## src/rtl/i2c_codec_responder.sv

```systemverilog
// Write-only I2C codec control responder with an R0..R9 9-bit register file and 1-cycle registered readback.
// Macro I2C_CODEC_RESPONDER_RESET_REG_EN makes a write to 0x0F restore all defaults; the I2C side has no backpressure.
module i2c_codec_responder #(
   parameter logic [6:0] DEV_ADDR    = 7'h1A,
   parameter int         SYNC_STAGES = 2
) (
   input  logic       i_clk,
   input  logic       i_rst_n,
   input  logic       i_scl,
   input  logic       i_sda,
   output logic       o_sda_oen,
   output logic       o_reg_we,
   output logic [6:0] o_reg_addr,
   output logic [8:0] o_reg_data,
   output logic       o_wr_err,
   output logic       o_busy,
   input  logic [3:0] i_rd_addr,
   output logic [8:0] o_rd_data
);
   typedef enum logic [2:0] {IDLE, ADDR, ACK_A, REG, ACK_R, DATA, ACK_D, IGNORE} state_t;

   localparam int         NREG   = 10;
   localparam logic [6:0] NREG_A = 7'd10;

   function automatic logic [8:0] reg_default(input int idx);
      case (idx)
         0, 1:    reg_default = 9'h097;
         2, 3:    reg_default = 9'h079;
         4, 7:    reg_default = 9'h00A;
         5:       reg_default = 9'h008;
         6:       reg_default = 9'h09F;
         default: reg_default = 9'h000;
      endcase
   endfunction

   logic [SYNC_STAGES-1:0] scl_sync_q, scl_sync_d, sda_sync_q, sda_sync_d;
   logic       scl_prev_q, sda_prev_q;
   logic       scl_s, sda_s;
   logic       start_det, stop_det, scl_rise, scl_fall;

   state_t     state_q, state_d;
   logic [3:0] bit_cnt_q, bit_cnt_d;
   logic [7:0] shift_q, shift_d;
   logic [7:0] reg_byte_q, reg_byte_d;
   logic [7:0] data_byte_q, data_byte_d;
   logic       commit;

   logic [6:0] commit_addr;
   logic [8:0] commit_data;
   logic       reg_we_q, reg_we_d;
   logic       wr_err_q, wr_err_d;
   logic [6:0] reg_addr_q, reg_addr_d;
   logic [8:0] reg_data_q, reg_data_d;
   logic [8:0] rd_data_q, rd_data_d;
   logic [8:0] regs_q [NREG];
   logic [8:0] regs_d [NREG];

   always_comb begin
      scl_sync_d[0] = i_scl;
      sda_sync_d[0] = i_sda;
      for (int i = 1; i < SYNC_STAGES; i++) begin
         scl_sync_d[i] = scl_sync_q[i-1];
         sda_sync_d[i] = sda_sync_q[i-1];
      end
   end

   assign scl_s     = scl_sync_q[SYNC_STAGES-1];
   assign sda_s     = sda_sync_q[SYNC_STAGES-1];
   assign start_det = scl_s & scl_prev_q & sda_prev_q & ~sda_s;
   assign stop_det  = scl_s & scl_prev_q & ~sda_prev_q & sda_s;
   assign scl_rise  = scl_s & ~scl_prev_q;
   assign scl_fall  = ~scl_s & scl_prev_q;

   // State register, synchronizers and receive datapath
   always_ff @(posedge i_clk or negedge i_rst_n) begin
      if (!i_rst_n) begin
         scl_sync_q  <= '1;
         sda_sync_q  <= '1;
         scl_prev_q  <= 1'b1;
         sda_prev_q  <= 1'b1;
         state_q     <= IDLE;
         bit_cnt_q   <= '0;
         shift_q     <= '0;
         reg_byte_q  <= '0;
         data_byte_q <= '0;
      end else begin
         scl_sync_q  <= scl_sync_d;
         sda_sync_q  <= sda_sync_d;
         scl_prev_q  <= scl_s;
         sda_prev_q  <= sda_s;
         state_q     <= state_d;
         bit_cnt_q   <= bit_cnt_d;
         shift_q     <= shift_d;
         reg_byte_q  <= reg_byte_d;
         data_byte_q <= data_byte_d;
      end
   end

   // Next-state: bytes close on the SCL fall after their 8th rise, ACK bits on the following fall
   always_comb begin
      state_d     = state_q;
      bit_cnt_d   = bit_cnt_q;
      shift_d     = shift_q;
      reg_byte_d  = reg_byte_q;
      data_byte_d = data_byte_q;
      commit      = 1'b0;
      if (stop_det) begin
         state_d   = IDLE;
         bit_cnt_d = '0;
      end else if (start_det) begin
         state_d   = ADDR;
         bit_cnt_d = '0;
         shift_d   = '0;
      end else begin
         case (state_q)
            ADDR, REG, DATA: begin
               if (scl_rise) begin
                  shift_d   = {shift_q[6:0], sda_s};
                  bit_cnt_d = bit_cnt_q + 4'd1;
               end else if (scl_fall && (bit_cnt_q == 4'd8)) begin
                  bit_cnt_d = '0;
                  if (state_q == ADDR) begin
                     state_d = (shift_q == {DEV_ADDR, 1'b0}) ? ACK_A : IGNORE;
                  end else if (state_q == REG) begin
                     state_d    = ACK_R;
                     reg_byte_d = shift_q;
                  end else begin
                     state_d     = ACK_D;
                     data_byte_d = shift_q;
                  end
               end
            end
            ACK_A: if (scl_fall) state_d = REG;
            ACK_R: if (scl_fall) state_d = DATA;
            ACK_D: begin
               if (scl_fall) begin
                  state_d = IGNORE;
                  commit  = 1'b1;
               end
            end
            default: ;
         endcase
      end
   end

   // Decoded straight from the state register so an async reset releases SDA at once
   always_comb begin
      o_sda_oen = (state_q == ACK_A) || (state_q == ACK_R) || (state_q == ACK_D);
      o_busy    = (state_q != IDLE);
   end

   assign commit_addr = reg_byte_q[7:1];
   assign commit_data = {reg_byte_q[0], data_byte_q};

   always_comb begin
      regs_d     = regs_q;
      reg_we_d   = commit;
      wr_err_d   = 1'b0;
      reg_addr_d = reg_addr_q;
      reg_data_d = reg_data_q;
      if (commit) begin
         reg_addr_d = commit_addr;
         reg_data_d = commit_data;
         if (commit_addr < NREG_A) begin
            for (int i = 0; i < NREG; i++) begin
               if (commit_addr == 7'(i)) regs_d[i] = commit_data;
            end
         end
`ifdef I2C_CODEC_RESPONDER_RESET_REG_EN
         else if (commit_addr == 7'h0F) begin
            for (int i = 0; i < NREG; i++) regs_d[i] = reg_default(i);
         end
`endif
         else begin
            wr_err_d = 1'b1;
         end
      end
      // Reads see regs_q, so a same-cycle commit to the same register returns the old value
      rd_data_d = '0;
      for (int i = 0; i < NREG; i++) begin
         if (i_rd_addr == 4'(i)) rd_data_d = regs_q[i];
      end
   end

   always_ff @(posedge i_clk or negedge i_rst_n) begin
      if (!i_rst_n) begin
         reg_we_q   <= 1'b0;
         wr_err_q   <= 1'b0;
         reg_addr_q <= '0;
         reg_data_q <= '0;
         rd_data_q  <= '0;
         for (int i = 0; i < NREG; i++) regs_q[i] <= reg_default(i);
      end else begin
         reg_we_q   <= reg_we_d;
         wr_err_q   <= wr_err_d;
         reg_addr_q <= reg_addr_d;
         reg_data_q <= reg_data_d;
         rd_data_q  <= rd_data_d;
         regs_q     <= regs_d;
      end
   end

   assign o_reg_we   = reg_we_q;
   assign o_wr_err   = wr_err_q;
   assign o_reg_addr = reg_addr_q;
   assign o_reg_data = reg_data_q;
   assign o_rd_data  = rd_data_q;

endmodule

```

## config.mk

```make
export PLATFORM = sky130hd
export DESIGN_NAME = i2c_codec_responder
export DESIGN_NICKNAME = d
export VERILOG_FILES = /design/src/rtl/i2c_codec_responder.sv
export SDC_FILE = /design/constraint.sdc
export NUM_CORES = 1
export LEC_CHECK = 0
export ABC_AREA = 1
export CAP_MARGIN = 20
export CORE_MARGIN = 8
export CORE_UTILIZATION = 32
export DETAILED_ROUTE_END_ITERATION = 16
export PLACE_DENSITY_LB_ADDON = 0.15
export SLEW_MARGIN = 20
export SYNTH_ARGS = -nofsm -noshare
export SYNTH_HDL_FRONTEND = slang
export SYNTH_SLANG_ARGS = --single-unit
```

## constraint.sdc

```tcl
create_clock -name i_clk -period 2.4 [get_ports i_clk]
set_clock_uncertainty 0.2 [all_clocks]
set_input_delay 0.48 -clock i_clk [delete_from_list [all_inputs] [get_ports i_clk]]
set_output_delay 0.48 -clock i_clk [all_outputs]
set_load 0.05 [all_outputs]
```

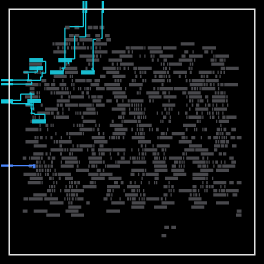
(run_1/port_trees.png)
(1.5 px per um)
legend:
  blue:
    port: o_busy
    direction: output
    edge: west
    end_cells: 1
    wire: 17.6 um
  cyan:
    port: o_reg_addr
    direction: output
    edge: 4 west, 3 north
    end_cells: 7
    wire: 295 um

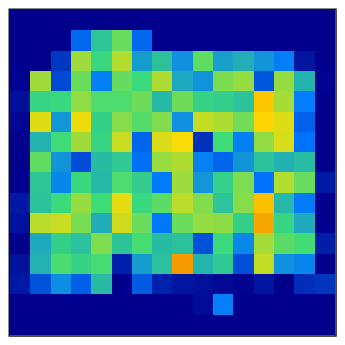
(run_1/util_map.png)
(2 px per um) 16 x 16 tiles, from dark blue (low) to red (high), 0 to 100% covered.
emptiest ninth of the die: south-east
nearly empty tiles: 31%
mean over tiles: 30%
tiles over 75% full: 2.0%
densest ninth of the die: center
fullest tile: 82%
total core area: 21100 um2
starting density of the core: 0.326

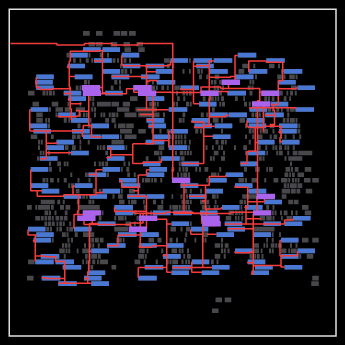
(run_1/clock_wires.png)
(2 px per um)
legend:
  red:
    item: clock wires
    length: 2050 um
  blue:
    item: flip-flops
    count: 154
  purple:
    item: clock-net drivers
    count: 17
routed clock nets: 18
clock network power share: 0.462
Clock net power: 2.88 mW
clock insertion delay at the later pin of the skew report: 0.42 ns

==> results.txt, run 1 <==
This memo summarizes the results of the implementation run.

Timing
The fraction of the cycle the final worst path needs is 0.960. Setup repair after global routing left no endpoint under its margin. Static timing analysis puts the maximum clock frequency at 0.434 GHz. The hold slack is 0.156 ns.

The worst-case setup margin in the final layout is 0.0959 ns. The worst pin sits at a relative slew slack of 0.491. Hold-check failures listed in the final report amount to 0. The time the worst path needs with I/O delays and setup is 2.30 ns. The max-slew violation count is 0. Setup total negative slack on the finished layout was measured at 0 ns. For the pin with the worst max-slew slack, the measured transition is 0.761 ns.

Placed design
After detailed placement, the design holds a cell count of 1032. At the end of routability-driven placement, the weighted congestion stood at 0.805. The area after detailed placement is 7540 um2.

At the placement stage, the worst setup path has a slack of -0.0198 ns. Per the placement log, port buffering inserted 36 buffers.

Yosys
The most frequently used flop master after synthesis is sky130_fd_sc_hd__dfrtp_1. The area fraction of the largest cell type after synthesis is 0.426. The post-synthesis instance total is 731. Per the synth log, the flip-flop and latch total comes to 154. sky130_fd_sc_hd__nand2_1 is the most common cell in the netlist. The share of flip-flops with an asynchronous set or reset is 1.00. The number of cells reported by Yosys stat comes to 731. The share of the Yosys chip area taken by registers is 0.567. The commonest cells after synthesis are sky130_fd_sc_hd__nand2_1 (210), sky130_fd_sc_hd__dfrtp_1 (117), sky130_fd_sc_hd__inv_1 (57). The yosys stat chip area is 6880 um2.

After synthesis the cells add up to 6880 um2. The average instance area after synthesis is 9.41 um2. The post-synth tally of flip-flops with integrated enable is 0. The tally of yosys warning messages is 0.

Floorplan
The width of the die is 163 um. The floorplan row count is 53. The floorplan die height is 163 um.

According to the I/O placement log, the pin count is 37.

Global routing
The global route stage reports its total congestion overflow as 0. The via count of the first global-routing pass came to 5014. The wire length of the first global-routing pass is 27800 um. The number of antenna violations at the first check in global routing is 0. The global routing usage on met1 is 0.174. The met3 track demand over resource is 0.0324. The total routing usage reported by global routing is 0.134. The met2 capacity usage during global routing is 0.222. The largest net degree at the start of global routing is 46. The routing layer with the top usage in global route is met2.

Flow run
The stage logs contain a warning count of 27. Per the run summary, max-cap violations total 0.

Final layout
After routing the design area is 8190 um2. The library cells used most frequently in the layout, excluding fill and tap cells, are sky130_fd_sc_hd__nand2_1 (210), sky130_fd_sc_hd__dfrtp_1 (117), sky130_fd_sc_hd__inv_1 (57), sky130_fd_sc_hd__nor2_1 (50), sky130_fd_sc_hd__o21ai_1 (50). The number of antenna diodes in the final layout is 0.

After the flow finishes, the layout carries non-filler instances totaling 1065. The fraction of layout instances using a drive strength above 1 is 0.205. The layout-stage area growth over the synthesis result is 19.0%. The post-layout net count is 787.

Hold path
The classification of the worst-slack hold path is register to register. Looking at hold timing, the worst path starts from sda_sync_q[0]. The worst hold path cell count is 0.

The endpoint of the worst hold-timing path is sda_sync_q[1].

Routing
The first TritonRoute pass finished after 5 iterations. The average routed wire per standard cell is 15.9 um. The met3 wirelength from detailed routing is 579 um.

The first-iteration detailed-routing DRC count is 280. The met1 wire length is 7920 um. In this run the top signal layer used is met4. The met2 wire length is 8240 um.

The remaining routing DRC violations is 0. The detail route stage leaves a number of antenna-violating nets equal to 0.

Setup path
The critical path class is register to output pin. STA lists the endpoint of the worst register-to-register path as regs_q[2]. The top cell family by delay on the critical path is buffers and inverters. For the worst reg-to-reg path, the startpoint reported by OpenROAD is scl_prev_q. The number of cells traversed by the worst register-to-register path is 8. All stages included, the depth of the critical timing path comes to 1. The number of buffers and inverters on the critical path is 1.

The register-to-register setup slack is 0.27 ns. The data arrival time reported for the critical path is 1.62 ns. The critical path goes through clkdlybuf4s50_1. The capture point of the critical path is o_rd_data[1]. The required time at the worst endpoint is listed as 1.72 ns. The largest fanout on the critical path is 1. On the worst path, the slowest cell contributes a delay of 0.84 ns. In this run the worst setup path begins at o_rd_data[1]. STA classifies the critical path startpoint as a register. The endpoint kind of the worst setup timing path is an output pin. The cell with the biggest individual delay on the critical path is sky130_fd_sc_hd__clkdlybuf4s50_1.

Clock network
The number of post-CTS setup repair buffers is 0. The timing report gives the clock slew at the launch and capture registers of the worst setup and hold paths as 0.06 ns. The number of hold buffers added after CTS was 1. The maximum level of the CTS H-tree is 4. Counting every sink on the clock net gives 154. The deepest clock path buffer count is 2. Buffers inserted during clock tree synthesis total 17.

The count of cells resized by post-cts repair is 0. The cell at the root of the clock tree is sky130_fd_sc_hd__clkbuf_16. The CTS tree is done.

Power and ir drop
The internal power is 4.63 mW. The design draws 6.23 mW. The power in sequential cells is 2.74 mW. The sequential power share is 0.440. The net switching share of the total power is 0.257. The leakage component of the power is 3.46 nW. In this run the VDD rail shows a maximum IR drop of 0.676 mV. The largest share of the power goes to the clock network. Combinational power for this build is 612 uW.

Status
The run finished with clean final reports.
==> run 1: flip-flops by register name, indices dropped and copies added, names as in the netlist, 2 cells and up <==
register,cells
reg_byte_q,8
scl_sync_q,2
shift_q,8
o_reg_addr,7
regs_q,90
o_reg_data,9
sda_sync_q,2
bit_cnt_q,4
state_q,3
o_rd_data,9
data_byte_q,8
==> run 1: cell type report <==
cell class	instances	area [um2]
Sequential cell	154	3900
Timing Repair Buffer	56	559
Clock buffer	19	443
Clock inverter	13	193
Multi-Input combinational cell	487	2510
Inverter	61	236
Fill cell	2155	12900
Tap cell	275	344
==> run 1: cell families after synthesis <==
logic type	count (synthesis)	synth area share
xor+xnor	1	0.00127
flops	154	0.567
simple gates	344	0.234
buf+inv	90	0.0678
compound gates	140	0.126
fa+ha+maj	2	0.00364
==> run 1 -> run 2 <==
--- a/config.mk
+++ b/config.mk
@@ -11,6 +11,7 @@
 export CORE_UTILIZATION = 32
 export DETAILED_ROUTE_END_ITERATION = 16
 export PLACE_DENSITY_LB_ADDON = 0.15
+export REMOVE_ABC_BUFFERS = 1
 export SLEW_MARGIN = 20
 export SYNTH_ARGS = -nofsm -noshare
 export SYNTH_HDL_FRONTEND = slang
==> results.txt, run 2 <==
This memo summarizes the results of the implementation run.

Routing
The met1 wire length is 7420 um (-6.3%). The number of iterations in the first detailed-routing pass is 5 (unchanged). The tally of nets with antenna violations remaining after routing is 0 (unchanged).

The highest layer touched by signal routing is met4. The met2 wire length is 7980 um (-3.1%). The remaining routing DRC violations is 0 (unchanged).

The number of vias per cell after detailed routing is 4.70. The met3 wirelength from detailed routing is 565 um (-2.4%).

Yosys
The area fraction in compound gates is 0.126 (unchanged). The flop and latch count out of synthesis is 154 (unchanged). The mux share of post-synthesis cell area came to 0 (unchanged). The post-synth tally of flip-flops with integrated enable is 0 (unchanged). The average instance area after synthesis came to 9.41 um2 (unchanged). The synthesis run identifies the leading combinational cell family as simple AND/OR/NAND/NOR gates. The post-synthesis instance total came to 731 (unchanged). The post-synthesis cell area is 6880 um2 (unchanged). The simple logic cell fraction of the synthesized area is 0.234 (unchanged).

The yosys stat chip area is 6880 um2 (unchanged). The post-synthesis cell type with the largest instance count is sky130_fd_sc_hd__nand2_1. In the synthesized netlist, the cells that appear most often are sky130_fd_sc_hd__nand2_1 (210), sky130_fd_sc_hd__dfrtp_1 (117), sky130_fd_sc_hd__inv_1 (57). The tally of yosys warning messages is 0 (unchanged). The post-synthesis adder-cell area fraction was 0.00364 (unchanged). The share of flip-flops with an asynchronous set or reset is 1.00 (unchanged). The share of Yosys cell area claimed by the top area cell type is 0.426 (unchanged). The part of the Yosys area used for sequential elements is 0.567 (unchanged).

Global routing
The total routing usage reported by global routing is 0.132 (-0.00260). The via count of the first global-routing pass came to 5251 (+4.7%). The largest net degree at the start of global routing was 55 (+20%). The met3 track demand over resource was 0.0364 (+0.00404). The overall overflow remaining after global route is 0 (unchanged).

The met2 capacity usage during global routing came to 0.219 (-0.00322). The global routing usage on met1 came to 0.162 (-0.0117). The routing layer with the top usage in global route is met2.

The number of antenna violations at the first check in global routing came to 0 (unchanged).

Floorplan
The floorplan row count is 53 (unchanged). The floorplan die height came to 163 um (unchanged). The floorplan core density is 0.326 (unchanged). The width of the die came to 163 um (unchanged). The number of primary I/O pins is 37 (unchanged).

The total number of tap cells came to 275 (unchanged). The core outline area was 21100 um2 (unchanged).

Final layout
The number of combinational gates with multiple inputs is 487 (unchanged). The layout-stage area growth over the synthesis result is 18.5%. The flip-flop count of the largest register, all copies and words added is 90 (unchanged). The largest cell class by area is sequential cells. The flip-flop and latch share of the layout cell area was 0.478 (+0.00212).

The footprint of the multi-input gates is 2510 um2 (unchanged). The number of signal-net inverters in the final layout is 61 (unchanged). By instance count after routing, the leading logic cell types are sky130_fd_sc_hd__nand2_1 (210), sky130_fd_sc_hd__dfrtp_1 (117), sky130_fd_sc_hd__inv_1 (57), sky130_fd_sc_hd__nor2_1 (50), sky130_fd_sc_hd__o21ai_1 (50). The count of flip-flops and latches is 154 (unchanged). The layout filler cell count is 2140 (-0.70%). The share of final layout cell area taken by non-clock buffers came to 0.0683 (about the same).

The clock network contribution to total cell area is 0.0738 (-0.00380). The number of non-clock buffers was 54 (-3.6%). The multi-input combinational area share is 0.308 (+0.00137).

The tally of clock buffers in the finished layout is 19 (unchanged). regs_q holds more flip-flops than any other register. The post-layout net count is 785 (-0.25%).

Power and ir drop
The sequential power share is 0.446 (+0.006). The power consumed by combinational cells is 654 uW (+6.9%). The power per cell area is 754 nW/um2. The leakage component of the power is 3.44 nW (-0.47%). The power in the clock group came to 2.75 mW (-5%).

The dominant power group in this design is the clock network. The worst supply voltage drop on vdd is 0.818 mV (+21%). The internal power is 4.52 mW (-2.3%). The net switching share of the total power is 0.264 (+0.00744).

The power in sequential cells is 2.74 mW (about the same). The clock network fraction of total power was 0.448 (-0.014).

Timing
Setup repair after global routing left no endpoint under its margin. The slew at the pin closest to its max-slew limit is 0.743 ns (-0.0177 ns). The final number of hold-violating endpoints was 0 (unchanged). The fraction of the cycle the final worst path needs came to 0.958 (-0.00204). The max-slew violation count came to 0 (unchanged). The hold slack was 0.156 ns (-0.000704 ns). The relative slew slack is 0.504 (+0.0131).

The timing-limited maximum frequency is 0.435 GHz (+0.21%). The time the worst path needs with I/O delays and setup is 2.30 ns (-0.00489 ns).

Status
The flow ran to the end, and the final reports show no timing, DRC or antenna violations.

Clock network
The deepest clock path buffer count is 2 (unchanged). The clock network latency to the later pin of the worst-skew pair is 0.43 ns (about the same). The maximum level of the CTS H-tree is 4 (unchanged).

The CTS tree is done. The number of buffers added by the clock tree synthesis step was 17 (unchanged). The CTS sink count is 154 (unchanged). The number of post-CTS setup repair buffers came to 0 (unchanged).

Setup path
The destination of the worst register-to-register timing path is regs_q[2]. The cell with the biggest individual delay on the critical path is sky130_fd_sc_hd__clkdlybuf4s50_1. For the worst reg-to-reg path, the startpoint reported by OpenROAD is scl_prev_q.

In this run the worst setup path terminates at o_rd_data[4]. The number of cells traversed by the worst register-to-register path is 8 (unchanged). The setup path with the least slack is of type register to output pin. On the critical path the largest part of the delay comes from buffers and inverters. The endpoint arrival time on the critical path is 1.62 ns (about the same). Listed in order, past its start point the critical path passes clkdlybuf4s50_1. The register-to-register setup slack came to 0.29 ns (+0.02 ns). The cell depth of the worst setup path is 1 (unchanged).

The number of buffer and inverter instances along the worst setup path is 1 (unchanged). The type of origin of the critical path is a register. The worst setup path is captured at an output pin.

Hold path
The most critical min-delay path falls under register to register. The source of the worst hold timing path is scl_sync_q[0]. The worst hold path cell count is 0 (unchanged). For hold timing, the worst endpoint is scl_sync_q[1].

Placed design
The final weighted congestion of routability-driven global placement is 0.818 (+1.7%). The number of I/O port buffers was 36 (unchanged).

Flow run
The count of maximum capacitance violations is 0 (unchanged). The OpenROAD warning count was 26 (-3.7%).
==> run 2: cell counts after synthesis <==
Identical to the previous run, type by type.
==> run 2: stage by stage <==
stage | setup slack [ns] | area [um2] | cells | setup TNS, ns | total power [mW]
2_1_floorplan | 0.540 | 6650 | 702 | 0 | 3.17
3_3_place_gp | 0.0185 | 7540 | 1030 | 0 | 3.42
3_5_place_dp | -0.0311 | 7540 | 1030 | -0.0489 | 3.44
4_1_cts | 0.0557 | 8150 | 1063 | 0 | 6.23
5_1_grt | 0.0406 | 8150 | 1063 | 0 | 6.42
6_report | 0.101 | 8150 | 1063 | 0 | 6.15
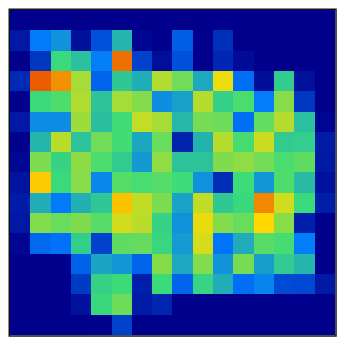
(run_2/util_map.png)
(2 px per um) 16 x 16 tiles, from dark blue (low) to red (high), 0 to 100% covered.
nearly empty tiles: 28%
mean over tiles: 30%
emptiest ninth of the die: north-east
fullest tile: 90%

Power is estimated from default activity; no workload was simulated.
